[src/rtl/pc_seq_pkg.sv]
// Shared opcode encodings, flag bit positions and sequencer state enum.
package pc_seq_pkg;

  typedef enum logic [1:0] {
    ST_IDLE = 2'd0,
    ST_RUN  = 2'd1,
    ST_HALT = 2'd2
  } state_e;

  localparam int unsigned OP_W = 4;

  localparam logic [OP_W-1:0] OP_NOP  = 4'b0000;
  localparam logic [OP_W-1:0] OP_END  = 4'b0001;
  localparam logic [OP_W-1:0] OP_CALL = 4'b1010;
  localparam logic [OP_W-1:0] OP_RET  = 4'b1011;
  localparam logic [OP_W-1:0] OP_BRIN = 4'b1100;
  localparam logic [OP_W-1:0] OP_BETO = 4'b1101;
  localparam logic [OP_W-1:0] OP_BMNQ = 4'b1110;

  // Flag register bit positions
  localparam int unsigned FLAG_EQ = 0;
  localparam int unsigned FLAG_LT = 1;

endpackage

[src/rtl/pc_sequencer_ras_stack.sv]
// Return-address LIFO: occupancy counter is reset, storage is not.
module ras_stack #(
  parameter int unsigned DEPTH = 4,
  parameter int unsigned W     = 32
) (
  input  logic                       clk,
  input  logic                       reset,
  input  logic                       clear,
  input  logic                       push,
  input  logic                       pop,
  input  logic [W-1:0]               din,
  output logic [W-1:0]               top_c,
  output logic                       full_c,
  output logic                       empty_c,
  output logic [$clog2(DEPTH):0]     depth
);

  localparam int unsigned PTR_W   = $clog2(DEPTH);
  localparam int unsigned DEPTH_W = PTR_W + 1;

  logic [W-1:0]     mem [DEPTH];
  logic [PTR_W-1:0] wr_ptr;
  logic [PTR_W-1:0] top_ptr;

  // Low bits of the occupancy address the next free slot; one below is the top
  assign wr_ptr  = depth[PTR_W-1:0];
  assign top_ptr = depth[PTR_W-1:0] - PTR_W'(1);
  assign top_c   = mem[top_ptr];
  assign full_c  = (depth == DEPTH_W'(DEPTH));
  assign empty_c = (depth == '0);

  // Occupancy counter; push/pop are guarded against full/empty
  always_ff @(posedge clk or negedge reset) begin
    if (!reset) begin
      depth <= '0;
    end else if (clear) begin
      depth <= '0;
    end else if (push && !full_c) begin
      depth <= depth + DEPTH_W'(1);
    end else if (pop && !empty_c) begin
      depth <= depth - DEPTH_W'(1);
    end
  end

  // Entry storage, written on accepted push only
  always_ff @(posedge clk) begin
    if (push && !full_c && !clear) begin
      mem[wr_ptr] <= din;
    end
  end

endmodule

[src/rtl/pc_sequencer.sv]
// Program-counter sequencer with flag-conditioned branches and a return-address stack.
module pc_sequencer
  import pc_seq_pkg::*;
#(
  parameter int unsigned         ADDR_W    = 32,
  parameter int unsigned         IMM_W     = 18,
  parameter int unsigned         FLAG_W    = 2,
  parameter int unsigned         RAS_DEPTH = 4,
  parameter int unsigned         PC_STEP   = 4,
  parameter logic [ADDR_W-1:0]   RESET_VEC = '0
) (
  input  logic                         clk,
  input  logic                         reset,
  input  logic                         start,
  input  logic                         stall,
  input  logic                         flags_we,
  input  logic [FLAG_W-1:0]            alu_flags,
  input  logic [3:0]                   op,
  input  logic [IMM_W-1:0]             imm,
  output logic [ADDR_W-1:0]            pc,
  output logic                         running,
  output logic                         end_flag,
  output logic [$clog2(RAS_DEPTH):0]   ras_depth,
  output logic                         ras_ovf,
  output logic                         ras_unf
);

  state_e              state, state_next;
  logic [ADDR_W-1:0]   pc_next, pc_inc, imm_ext, top_c;
  logic [FLAG_W-1:0]   flags, flags_next;
  logic                ovf_next, unf_next;
  logic                push_c, pop_c, clear_c, full_c, empty_c;

  assign pc_inc  = pc + ADDR_W'(PC_STEP);
  assign imm_ext = ADDR_W'(imm);

  ras_stack #(
    .DEPTH (RAS_DEPTH),
    .W     (ADDR_W)
  ) u_ras (
    .clk     (clk),
    .reset   (reset),
    .clear   (clear_c),
    .push    (push_c),
    .pop     (pop_c),
    .din     (pc_inc),
    .top_c   (top_c),
    .full_c  (full_c),
    .empty_c (empty_c),
    .depth   (ras_depth)
  );

  // State register with registered status outputs
  always_ff @(posedge clk or negedge reset) begin
    if (!reset) begin
      state    <= ST_IDLE;
      running  <= 1'b0;
      end_flag <= 1'b0;
    end else begin
      state    <= state_next;
      running  <= (state_next == ST_RUN);
      end_flag <= (state_next == ST_HALT);
    end
  end

  // PC, flag register and sticky stack error registers
  always_ff @(posedge clk or negedge reset) begin
    if (!reset) begin
      pc      <= RESET_VEC;
      flags   <= '0;
      ras_ovf <= 1'b0;
      ras_unf <= 1'b0;
    end else begin
      pc      <= pc_next;
      flags   <= flags_next;
      ras_ovf <= ovf_next;
      ras_unf <= unf_next;
    end
  end

  // Next-state, next-PC and stack control
  always_comb begin
    state_next = state;
    pc_next    = pc;
    flags_next = flags;
    ovf_next   = ras_ovf;
    unf_next   = ras_unf;
    push_c     = 1'b0;
    pop_c      = 1'b0;
    clear_c    = 1'b0;
    case (state)
      ST_IDLE, ST_HALT: begin
        if (start) begin
          state_next = ST_RUN;
          pc_next    = RESET_VEC;
          flags_next = '0;
          ovf_next   = 1'b0;
          unf_next   = 1'b0;
          clear_c    = 1'b1;
        end
      end
      ST_RUN: begin
        if (!stall) begin
          // New flags land after this instruction's branch decision
          if (flags_we) flags_next = alu_flags;
          case (op)
            OP_NOP:  pc_next = pc_inc;
            OP_END:  state_next = ST_HALT;
            OP_CALL: begin
              pc_next = imm_ext;
              if (full_c) ovf_next = 1'b1;
              else        push_c   = 1'b1;
            end
            OP_RET: begin
              if (empty_c) begin
                pc_next  = pc_inc;
                unf_next = 1'b1;
              end else begin
                pc_next = top_c;
                pop_c   = 1'b1;
              end
            end
            OP_BRIN: pc_next = imm_ext;
            OP_BETO: pc_next = flags[FLAG_EQ] ? imm_ext : pc_inc;
            OP_BMNQ: pc_next = flags[FLAG_LT] ? imm_ext : pc_inc;
            default: pc_next = pc_inc;
          endcase
        end
      end
      default: state_next = ST_IDLE;
    endcase
  end

endmodule

[config.mk]
export PLATFORM = sky130hd
export DESIGN_NAME = pc_sequencer
export DESIGN_NICKNAME = d
export VERILOG_FILES = /design/src/rtl/pc_seq_pkg.sv /design/src/rtl/pc_sequencer_ras_stack.sv /design/src/rtl/pc_sequencer.sv
export SDC_FILE = /design/constraint.sdc
export NUM_CORES = 1
export LEC_CHECK = 0
export CORE_UTILIZATION = 45
export DETAILED_ROUTE_END_ITERATION = 10
export GPL_ROUTABILITY_DRIVEN = 0
export PLACE_DENSITY = 0.71
export SLEW_MARGIN = 5
export SYNTH_ARGS = -nofsm -noshare
export SYNTH_HDL_FRONTEND = slang
export SYNTH_SLANG_ARGS = --single-unit
[constraint.sdc]
create_clock -name clk -period 4.4 [get_ports clk]
set_input_delay 0.88 -clock clk [delete_from_list [all_inputs] [get_ports clk]]
set_output_delay 0.88 -clock clk [all_outputs]
set_load 0.01 [all_outputs]
==> job_summary.md, run 1 <==
### Metrics collected by this job

| Metric | Value |
|---|---|
| Clock buffer depth | 2 |
| Reported combinational group power | between 1.5 and 2 mW |
| Class of the most critical hold timing path | reg2reg |
| Final layout net count | 639 |
| Most frequent logic cell in the layout | sky130_fd_sc_hd__edfxtp_1 |
| Fraction of power consumed by combinational cells | 30.2% |
| Worst-case setup margin in the final layout | around 1.4 ns |
| Clock skew after layout | about 0.0076 ns |
| CTS Hold Buffers Added | 0 |
| Sequential group power | 2.18 mW |
| Period Utilization, post-route | ~68% |
| Input/output buffers | 67 |
| X dimension of the die | roughly 130 um |
| Global route total overflow | 0 |
| Number of placed instances, taps included | 810 |
| Setup_tns | 0 ns |
| Number of pins with negative max-slew slack in the final report | 0 |
| Maximum fanout along the worst path | 32 |
| Share of async-settable or async-resettable flops after synthesis | roughly 25% |
| Via count of the routed design | roughly 5100 |
| Result of the run | finished, final reports clean |
| Number of enable-type register cells in the synthesized netlist | between 100 and 150 |
| Number of antenna violations at the first check in global routing | 0 |
| Pre-CTS WS | 1.018 ns |
| Maximum level of the CTS H-tree | 4 |
| All-layer global routing usage | 21.53% |
| Cell taking the most area after synthesis | sky130_fd_sc_hd__edfxtp_1 |
| Wire length of the first global-routing pass | 28460 um |
| Log Warnings | 29 |
| Setup-violating endpoint count in the final report | 0 |
| Number of standard-cell rows in the floorplan | between 40 and 50 |
| Utilization of the core after routing | 54.16% |
| Fillers | roughly 1400 |
| Top cells by area, synth | sky130_fd_sc_hd__edfxtp_1 49%, sky130_fd_sc_hd__dfrtp_1 14%, sky130_fd_sc_hd__mux4_2 9.1% |
| Max frequency | about 0.34 GHz |
-- run 1: synth_stat cells, types with 3 or more instances --
library cell / instances
sky130_fd_sc_hd__clkbuf_8: 3
sky130_fd_sc_hd__and4_1: 3
sky130_fd_sc_hd__and2_1: 6
sky130_fd_sc_hd__xor2_1: 7
sky130_fd_sc_hd__o22ai_1: 7
sky130_fd_sc_hd__o31ai_1: 3
sky130_fd_sc_hd__nand2b_1: 3
sky130_fd_sc_hd__or3_1: 4
sky130_fd_sc_hd__o211ai_1: 4
sky130_fd_sc_hd__ha_1: 5
sky130_fd_sc_hd__mux4_2: 32
sky130_fd_sc_hd__o31a_1: 3
sky130_fd_sc_hd__a22o_1: 13
sky130_fd_sc_hd__dfrtp_1: 43
sky130_fd_sc_hd__buf_4: 8
sky130_fd_sc_hd__and3_1: 7
sky130_fd_sc_hd__nor2_1: 14
sky130_fd_sc_hd__nor2b_1: 4
sky130_fd_sc_hd__xnor2_1: 20
sky130_fd_sc_hd__clkbuf_1: 4
sky130_fd_sc_hd__nand2_1: 32
sky130_fd_sc_hd__a21oi_1: 19
sky130_fd_sc_hd__edfxtp_1: 128
sky130_fd_sc_hd__a222oi_1: 9
sky130_fd_sc_hd__a21o_1: 6
sky130_fd_sc_hd__o21ai_0: 15
sky130_fd_sc_hd__a22oi_1: 3
sky130_fd_sc_hd__a31oi_1: 3
sky130_fd_sc_hd__nand4_1: 7
sky130_fd_sc_hd__inv_1: 19
sky130_fd_sc_hd__nand3_1: 27
sky130_fd_sc_hd__o2bb2ai_1: 3
sky130_fd_sc_hd__nor3_1: 7
sky130_fd_sc_hd__buf_2: 10
-- run 1: layout make-up --
cell class / instances / area (um^2) / share of cell area [%]
clock buffers: 24 / 471.7 / 5.053
clock inverters: 8 / 121.4 / 1.300
inverters: 19 / 71.32 / 0.7640
multi-input cells: 316 / 2713 / 29.06
flip-flops and latches: 171 / 4921 / 52.71
well taps: 225 / 281.5 / 3.016
repair buffers: 79 / 755.7 / 8.095
-- run 1: cell families after synthesis --
group,synth area share [%]
AND/OR/NAND/NOR,10.47
buffers and inverters,3.314
AND-OR/OR-AND,10.43
XOR/XNOR,2.997
multiplexers,9.388
flip-flops,62.35
adder cells (fa/ha/maj),1.047
-- run 1: worst paths after layout --
| check | from | endpoint | slack [ns] |
|---|---|---|---|
| worst max-delay path | stall | u_ras.mem[1][21] | 1.43 |
| worst min-delay path | ras_unf | ras_unf | 0.51 |
| worst max register to register | u_ras.depth[1] | pc[31] | 1.74 |
| worst min register to register | ras_unf | ras_unf | 0.51 |
| max in group asynchronous | reset | u_ras.depth[0] | 3.09 |
| min in group asynchronous | reset | pc[28] | 0.54 |
-- run 1: metal layers --
layer	GRT usage (%)	routed length, um
met4	12.05	738
met1	27.93	7787
met2	33.97	8895
met3	4.422	1105
met5	0	0
-- run 1: worst max-delay path, stage by stage --
cell	delay (ns)
sky130_fd_sc_hd__clkdlybuf4s50_1	0.48
sky130_fd_sc_hd__or3b_1	0.51
sky130_fd_sc_hd__a2111oi_4	0.50
sky130_fd_sc_hd__and2_1	0.20
sky130_fd_sc_hd__buf_4	0.43
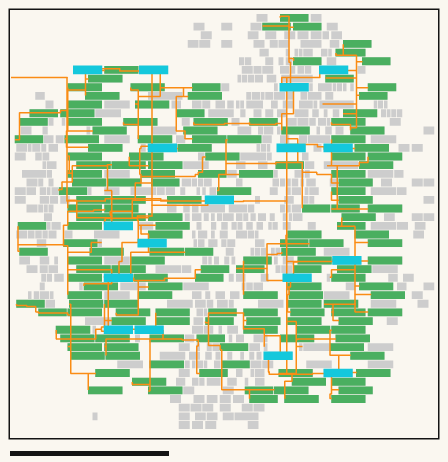
Figure 1: run 1, clock distribution.
Bar = 50 um.
Key: green = flip-flops [count 171]; orange = clock wires [length 1820 um]; cyan = clock drivers [count 17]
There are 18 routed clock nets.

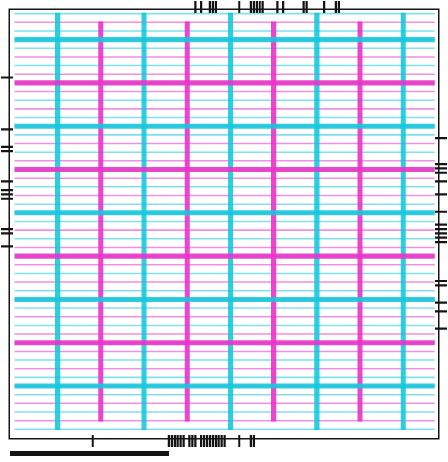
Figure 2: run 1, floorplan with the power grid.
Bar = 50 um. Pins as bars on the die edge.
Key: magenta = VDD; cyan = VSS
68 signal pins sit on the boundary. 49 met1 rails follow the rows. 9 straps on met5. 9 straps on met4. The core has 48 rows.

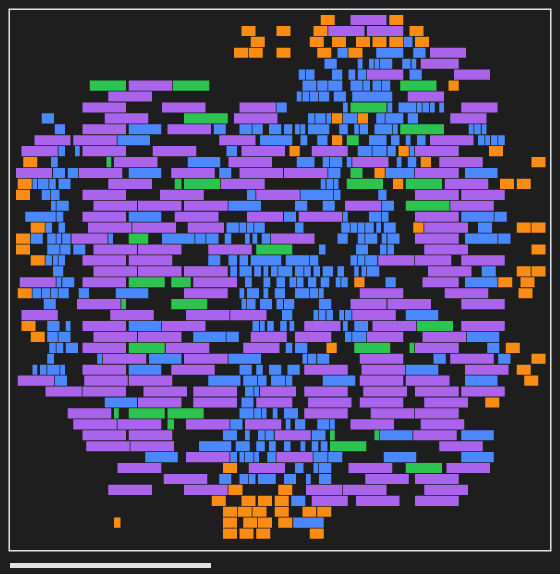
Figure 3: run 1, placed cells, one color a class.
Bar = 50 um.
Key: blue = combinational and other logic [cells 335, share of their area 31%]; green = clock drivers and dummy loads [cells 32, share of their area 6.6%]; orange = other buffers and delay cells [cells 79, share of their area 8.3%]; purple = flops [cells 171, share of their area 54%]

Figure 4. Wiring by layer (run 1).
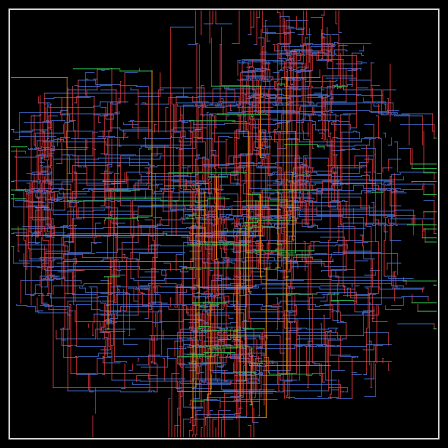

--- run 2 (diff from run 1) ---
PLACE_DENSITY = 0.73   (was 0.71)
clock period = 2.5 ns   (was 4.4 ns; I/O delays follow)
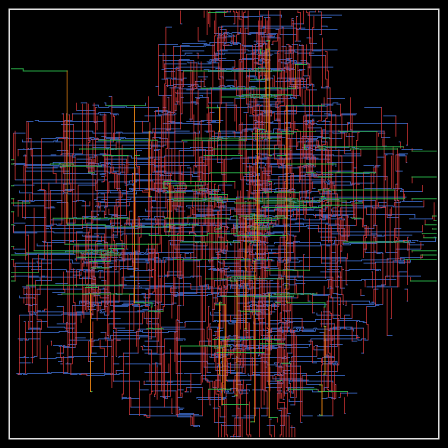
Figure 5: run 2, wiring by layer.
Key: orange = metal 4 [wire length 615 um]; green = metal 3 [wire length 1460 um]; red = metal 2 [wire length 9740 um]; blue = metal 1 [wire length 7570 um]

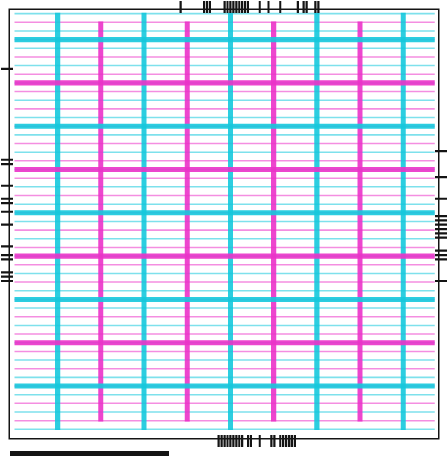
Figure 6: run 2, floorplan with the power grid.
Bar = 50 um. Pins as bars on the die edge.
Key: cyan = VSS; magenta = VDD
49 met1 rails follow the rows. 9 straps on met4. The core has 48 rows. 68 signal pins sit on the boundary. 9 straps on met5.

==> job_summary.md, run 2 <==
### Metrics collected by this job

| Metric | Value |
|---|---|
| Reg2Reg Launch Point | pc[4] |
| Via count of the routed design | 5365 |
| CP Class | reg2reg |
| Hold Violations, Final | 0 |
| Sequential standard cell area | a little under 0.005 mm^2 |
| Fillers | 1304 |
| Share of async-settable or async-resettable flops after synthesis | 25.15% |
| Input/output buffers | about 67 |
| Post-synthesis sequential element count | around 170 |
| Top cells by area, synth | sky130_fd_sc_hd__edfxtp_1 49%, sky130_fd_sc_hd__dfrtp_1 14%, sky130_fd_sc_hd__mux4_2 9.1% |
| CTS Hold Buffers Added | 0 |
| Register-to-register setup slack | about 0.19 ns |
| DR top layer | met4 |
| Met2 WL post-DR | between 9000 and 10000 um |
| Setup-violating endpoint count in the final report | 0 |
| Most repeated library cell on the critical path | sky130_fd_sc_hd__nand4_1 |
| Period Utilization, post-route | a little over 90% |
| CP max stage delay | about 0.57 ns |
| Pre-CTS WS | -0.2628 ns |
| Worst path cell trace | nand4_1, nor3_4, nand4_1, xnor2_1 |
| Switching share of power | 32.64% |
| Most frequent logic cell in the layout | sky130_fd_sc_hd__edfxtp_1 |
| Met3 WL post-DR | ~1500 um |
| Log Warnings | 29 |
| Clock skew after layout | around 0.014 ns |
| Maximum fanout along the worst path | 9 |
| Number of enable-type register cells in the synthesized netlist | approximately 130 |
| Die span in y | between 100 and 150 um |
| Class of the most critical hold timing path | in2async |
| Result of the run | finished, final reports clean |
| Post-synth top cells | 128 x sky130_fd_sc_hd__edfxtp_1, 43 x sky130_fd_sc_hd__dfrtp_1, 32 x sky130_fd_sc_hd__mux4_2, 32 x sky130_fd_sc_hd__nand2_1, 27 x sky130_fd_sc_hd__nand3_1 |
| Worst-case setup margin in the final layout | 0.1930 ns |
| Number of antenna violations at the first check in global routing | 0 |
| Maximum level of the CTS H-tree | 4 |
| Routed metal-1 wire length | ~7600 um |
| Internal Pwr Total | roughly 6.4 mW |
| Cell area after synthesis | approximately 0.0079 mm^2 |
| Cell with the biggest individual delay on the critical path | sky130_fd_sc_hd__nor3_4 |
| Global route total overflow | 0 |
| Worst reg2reg path endpoint | u_ras.mem[2][31] |
| Final layout net count | about 680 |
| All-layer global routing usage | between 20% and 30% |
| Number of pins with negative max-slew slack in the final report | 0 |
| Clock buffer depth | 2 |
| Number of standard-cell rows in the floorplan | roughly 48 |
| Total cells reported by yosys after synthesis | between 500 and 600 |
| Synth top cell by count | sky130_fd_sc_hd__edfxtp_1 |
| Logic area | 0.002735 mm^2 |
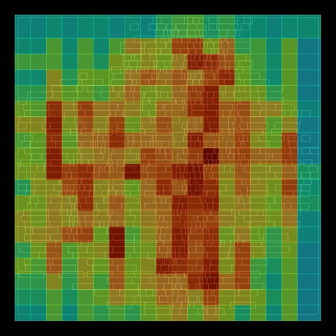
Figure 7: run 2, routing congestion.
utilization of the core after routing: 56.83%
post-DR wirelength/cell: 22.08 um
global routing met1 resource utilization: 28.16%

-- run 2: kinds of logic (layout without fill, tap and decap cells) --
| family | after synthesis | in the layout | synth area share (%) |
|---|---|---|---|
| DFF | 171 | 171 | 62.35 |
| xor gates and xnor gates | 27 | 27 | 2.997 |
| muxes | 34 | 34 | 9.388 |
| AOI/OAI and AO/OA | 110 | 110 | 10.43 |
| buffers and inverters | 48 | 166 | 3.314 |
| adders and majority gates | 6 | 6 | 1.047 |
| and+or+nand+nor | 139 | 139 | 10.47 |
-- run 2: worst max-delay path by stage --
stage / start / to / slack [ns] / cells after the start
after global placement: op[1] / pc[30] / -0.23 / 6
after global routing: u_ras.depth[1] / pc[15] / 0.04 / 8
final: pc[4] / u_ras.mem[2][31] / 0.19 / 4
after detailed placement: op[1] / pc[25] / -0.26 / 6
after floorplan: u_ras.depth[0] / u_ras.depth[2] / 0.02 / 10
after CTS: u_ras.depth[0] / pc[5] / 0.12 / 5
-- run 2: stage by stage --
step | power [mW] | TNS (ns) | hold WS, ns | cells
floorplan | 5.794 | 0 | 0.2044 | 535
global placement | 6.806 | -10.18 | 0.4818 | 846
detailed placement | 6.869 | -14.52 | 0.4842 | 846
CTS | 9.568 | 0 | 0.03946 | 878
global route | 9.946 | 0 | 0.05798 | 878
finish | 9.562 | 0 | 0.03733 | 878
-- run 2: final cells by class --
cell class	instances	share of cell area, %
clock buffer	17	4.343
clock inverter	15	1.852
inverter	19	0.7281
timing repair buffer	115	12.04
multi-input combinational	316	27.92
sequential	171	50.24
tap	225	2.874
-- run 2: power by group through the flow --
stage / Combinational [mW] / Sequential, mW / Clock, mW
CTS: 3.05 / 3.78 / 2.73
detailed placement: 3.03 / 3.84 / 0
global placement: 2.98 / 3.82 / 0
floorplan: 1.98 / 3.82 / 0
global route: 3.30 / 3.82 / 2.83
finish: 3.06 / 3.80 / 2.70
-- run 2: critical path: cells and delay by family, from the launching register on --
family | cells | cell delay [ns]
xor gates and xnor gates | 1 | 0.40
DFF | 1 | 0.51
and+or+nand+nor | 3 | 1.16
-- run 2: layer usage --
metal	vias up	global-route usage [%]
met5	-	0
met4	0	11.92
met3	51	4.460
met2	278	37.36
met1	2696	28.16
li1	2340	-
Power and IR drop assume default switching activity.
